==> config.mk <==
export PLATFORM = sky130hd
export DESIGN_NAME = multiword_add_sequencer
export DESIGN_NICKNAME = d
export VERILOG_FILES = /design/src/rtl/multiword_add_sequencer.sv
export SDC_FILE = /design/constraint.sdc
export NUM_CORES = 1
export LEC_CHECK = 0
export CAP_MARGIN = 0
export CORE_MARGIN = 2
export CORE_UTILIZATION = 30
export DETAILED_ROUTE_END_ITERATION = 10
export HOLD_SLACK_MARGIN = 0.03
export PLACE_DENSITY = 0.62
export SLEW_MARGIN = 20
export SYNTH_ARGS = -nofsm -noshare
export SYNTH_HDL_FRONTEND = slang
export SYNTH_SLANG_ARGS = --single-unit
==> constraint.sdc <==
create_clock -name clk -period 6.3 [get_ports clk]
set_clock_uncertainty 0.2 [all_clocks]
set_input_delay 1.575 -clock clk [delete_from_list [all_inputs] [get_ports clk]]
set_output_delay 1.575 -clock clk [all_outputs]
set_load 0.01 [all_outputs]
Figure 1. I/O pins on the die edge (run 1).
Scale: 8 px per um. Pins as bars across the die edge, other pins in gray.
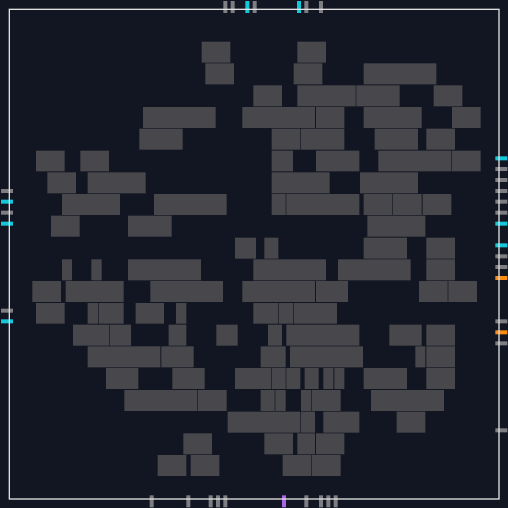
Key: purple = clear [pins 1, direction input, edge bottom]; cyan = in_a [pins 8, direction input, edge 3 right, 3 left, 2 top]; orange = out_idx [pins 2, direction output, edge right]
PortBufs: 37
die width: 61.0 um
die extent in y: 61.0 um

Figure 2. Wires at chosen ports, followed through buffers (run 1).
Scale: 4 px per um.
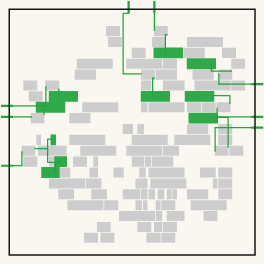
Key: green = in_a [bits 8, direction input, edge 3 right, 3 left, 2 top, end cells 10, buffers 8, wire 141 um]
number of top-level pins: 38

Figure 3. The metal 2 layer (run 1).
Scale: 8 px per um.
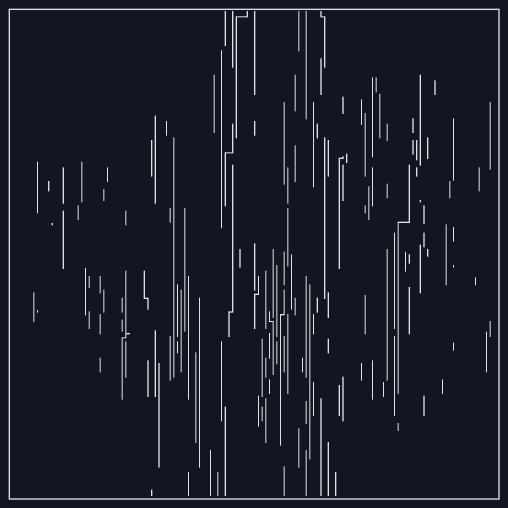
The wires run mostly vertical. 126 nets have wire on it. The layer carries 925 um of wire.
WL final: 1.80 mm
routing usage on met2: 18.4%

Figure 4. Cell placement (run 1).
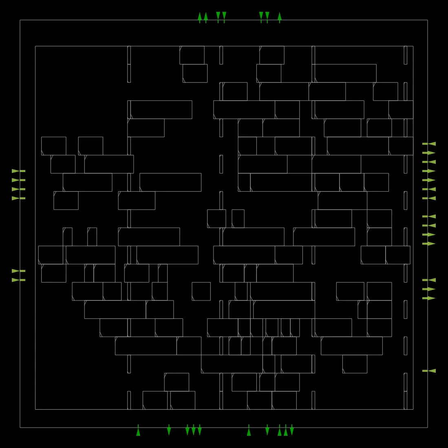
fillcell total: 294
final cell count without fillers: 151

==> impl_metrics.toml, run 1 <==
# generated from flow reports
[grt]
antenna_found_initial = 0
grt_max_degree = 18
grt_use_total_pct = 11.3

[setup_path]
cp.required_ns = 6.29
cp-end-kind = "flop"
cp_max_fo = 2
r2r_cells = 15
cp_slowest_cell = "fa_1"
max_stage_delay_ns = 0.43

[floorplan]
core_sq_mm = 0.00308

[finish]
antenna_cells = 0
fin_area_sq_mm = 0.00140

[cts]
cts_tree = "yes"
numCtsBuffers = 3
cts_buffer_depth = 2

[hold_path]
hold_class = "flop to flop"
hold_path_depth = 1

[power_and_ir_drop]
power.total_mw = 0.319
internal-power_mw = 0.232
clockPowerShare_pct = 18.4
netSwitchingFraction_pct = 27.5

[synth]
largest_area_cell = "dfrtp_1"
yosys_warnings = 0
synth.avg_cell_area_sq_um = 14.4
common_cells = "dfrtp_1 (17), mux2_4 (9), fa_1 (8), inv_1 (8)"
synth_flops = 17

[sta]
finalHoldViolCount = 0
relSlewSlack_pct = 46.8

[placed_design]
place.gp.congestion = 0.680

[routing]
drc_errors = 0
dr.pass1.iters = 2

[run_status]
status = "complete, no violations"
-- run 1: cells by family after synthesis --
logic type	after synthesis	share of synthesized area, %
mux	14	19.5
simple gates	7	5.51
xor+xnor	1	0.898
fa+ha+maj	11	20.3
buf+inv	11	6.67
compound gates	7	3.59
flops	17	43.6
-- run 1: through the flow --
| stage | util, % | TNS, ns |
|---|---|---|
| global placement | 44.5 | -0.00196 |
| finish | 45.4 | 0 |
| detailed placement | 44.5 | -0.0124 |
| CTS | 45.4 | 0 |
| floorplan | - | 0 |
| global route | 45.4 | 0 |
-- run 1: power by group through the flow --
stage / Sequential (mW) / Combinational, mW / Clock (mW)
CTS: 0.141 / 0.123 / 0.0633
detailed placement: 0.144 / 0.122 / 0
global placement: 0.143 / 0.121 / 0
floorplan: 0.151 / 0.0495 / 0
finish: 0.140 / 0.120 / 0.0588
global route: 0.143 / 0.133 / 0.0676
-- run 1: cell usage in the layout (no fill, tap or decap) --
| cell type | instances |
|---|---|
| clkdlybuf4s50_1 | 37 |
| dfrtp_1 | 17 |
| mux2_4 | 9 |
| inv_1 | 8 |
| fa_1 | 8 |
| mux2_2 | 4 |
| a21oi_1 | 4 |
| o21ai_0 | 3 |
| ha_1 | 3 |
| clkbuf_4 | 3 |
| nor2b_1 | 2 |
| or4_2 | 2 |
| inv_2 | 1 |
| or3_4 | 1 |
| nand3_1 | 1 |
| mux2i_1 | 1 |
| xor2_1 | 1 |
| nor3b_1 | 1 |
| clkinv_2 | 1 |
-- run 1: critical path: cells and delay by family --
kind	cells	cell delay, ns
simple gates	1	0.06
buf+inv	2	0.47
mux	2	0.53
xor+xnor	1	0.16
fa+ha+maj	8	3.14
-- run 1: per-layer routing --
metal	part of all wire, %	vias to the layer above	GRT usage [%]
li1	-	304	-
met1	40	314	13.5
met2	51	23	18.4
met3	7.0	2	2.31
met4	1.5	0	7.45
met5	0	-	0
-- run 1: final cells by class --
type,instances,area share [%]
Clock buffer,3,1.61
Clock inverter,1,0.358
Inverter,9,2.42
Multi-Input combinational cell,40,34.7
Sequential cell,17,30.4
Tap cell,44,3.94
Timing Repair Buffer,37,26.5
Figure 5. Wiring by layer (run 1).
Scale: 4 px per um. Only two layers are drawn.
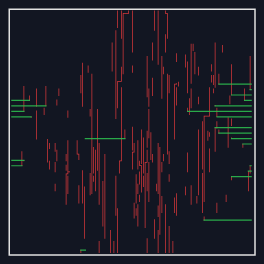

## Run 2: what changed since run 1
--- a/config.mk
+++ b/config.mk
@@ -10,7 +10,7 @@
 export CORE_UTILIZATION = 30
 export DETAILED_ROUTE_END_ITERATION = 10
 export HOLD_SLACK_MARGIN = 0.03
-export PLACE_DENSITY = 0.62
+export PLACE_DENSITY = 0.66
 export SLEW_MARGIN = 20
 export SYNTH_ARGS = -nofsm -noshare
 export SYNTH_HDL_FRONTEND = slang
Figure 6. Wiring by layer (run 2).
Scale: 4 px per um. Only two layers are drawn.
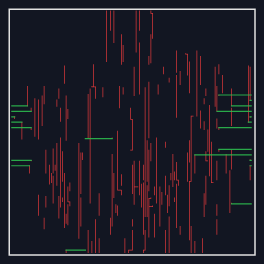
Key: green = M3 [wire length 95.5 um]; red = M2 [wire length 992 um]
WL final: 1.84 mm
gr usage total: 11.3%

Figure 7. The metal 2 layer (run 2).
Scale: 8 px per um.
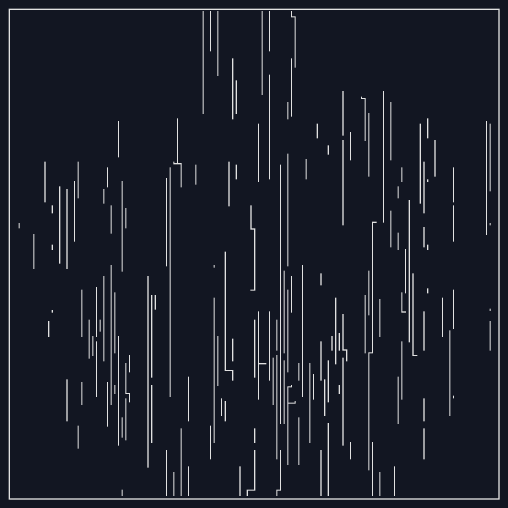
The wires run mostly vertical. The longest straight run is 32.3 um. The layer carries 992 um of wire.
routing usage on met2: 21.1%
routed via count: 644

Figure 8. I/O pins on the die edge (run 2).
Scale: 8 px per um. Pins as bars across the die edge, other pins in gray.
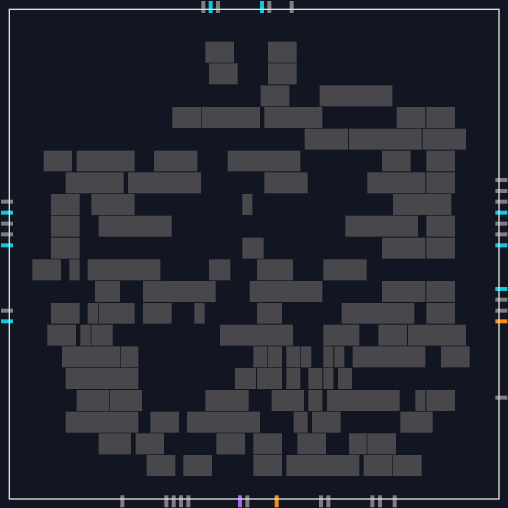
Key: orange = out_idx [pins 2, direction output, edge 1 bottom, 1 right]; purple = clear [pins 1, direction input, edge bottom]; cyan = in_a [pins 8, direction input, edge 3 right, 3 left, 2 top]
All pins by edge: 13 bottom, 12 right, 7 left, 6 top.

==> run 2 against run 1 <==
Effect of this change:
- maximum frequency shrank 0.75%
- worst hold slack worse by 0.0011 ns
- synthesized cell count did not move
- clock-buffer cell count is 1 higher
- die area stayed put
- global-route usage about the same
- register-to-register slack worse by 0.04 ns
- flip-flop count unchanged
- synthesized area unchanged
- first-iteration DRC count fell by 50%
==> impl_metrics.toml, run 2 <==
# generated from flow reports
[run_status]
status = "complete, no violations"

[placed_design]
place.gp.congestion = 0.725

[setup_path]
cp-end-kind = "flop"
r2r_cells = 15

[power_and_ir_drop]
clockPowerShare_pct = 18.2
power.total_mw = 0.320

[cts]
cts_tree = "yes"
cts_buffer_depth = 2
numCtsBuffers = 3

[routing]
dr.pass1.iters = 2
drt-met1-wl_um = 720
wl_met2_um = 992

[synth]
synth.avg_cell_area_sq_um = 14.4
yosys_warnings = 0
synth_flops = 17

[floorplan]
die_width_um = 61.0
dieHeight_um = 61.0
ios = 38
core_sq_mm = 0.00308

[grt]
grt_max_degree = 18
antenna_found_initial = 0

[finish]
stdcell_count = 151
final_cell_mix = "clkdlybuf4s50_1 (37), dfrtp_1 (17), mux2_4 (9)"
final_util_pct = 45.4

[sta]
finalHoldViolCount = 0
run 2: cell counts after synthesis:
No cell type changed its count.
run 2: logic make-up after synthesis:
| group | Yosys count | synth area share [%] |
|---|---|---|
| fa+ha+maj | 11 | 20.3 |
| buf+inv | 11 | 6.67 |
| flops | 17 | 43.6 |
| mux | 14 | 19.5 |
| compound gates | 7 | 3.59 |
| xor+xnor | 1 | 0.898 |
| simple gates | 7 | 5.51 |
run 2: area by class of cell:
cell class	instances	area, sq um
multi-input combinational	40	485
clock buffer	4	26.3
timing repair buffer	37	370
fill	294	1680
sequential	17	425
inverter	9	33.8
tap	44	55.1
run 2: critical path, delay by kind of cell:
family                     cells  cell delay (ns)
xor gates and xnor gates       1             0.18
adders and majority gates      8             3.16
buffers and inverters          2             0.47
muxes                          2             0.52
and+or+nand+nor                1             0.07
run 2: power groups by stage:
stage,clock [mW],sequential [mW],combinational [mW]
5_1_grt,0.0668,0.143,0.133
2_1_floorplan,0,0.151,0.0495
4_1_cts,0.0615,0.141,0.124
3_5_place_dp,0,0.143,0.123
3_3_place_gp,0,0.142,0.121
6_report,0.0583,0.140,0.121
run 2: layer usage:
metal	vias to the layer above	GRT usage, %
met5	-	0
met4	0	5.59
met3	2	1.47
met2	21	21.1
met1	318	12.4
li1	303	-
Power is estimated from default activity; no workload was simulated.
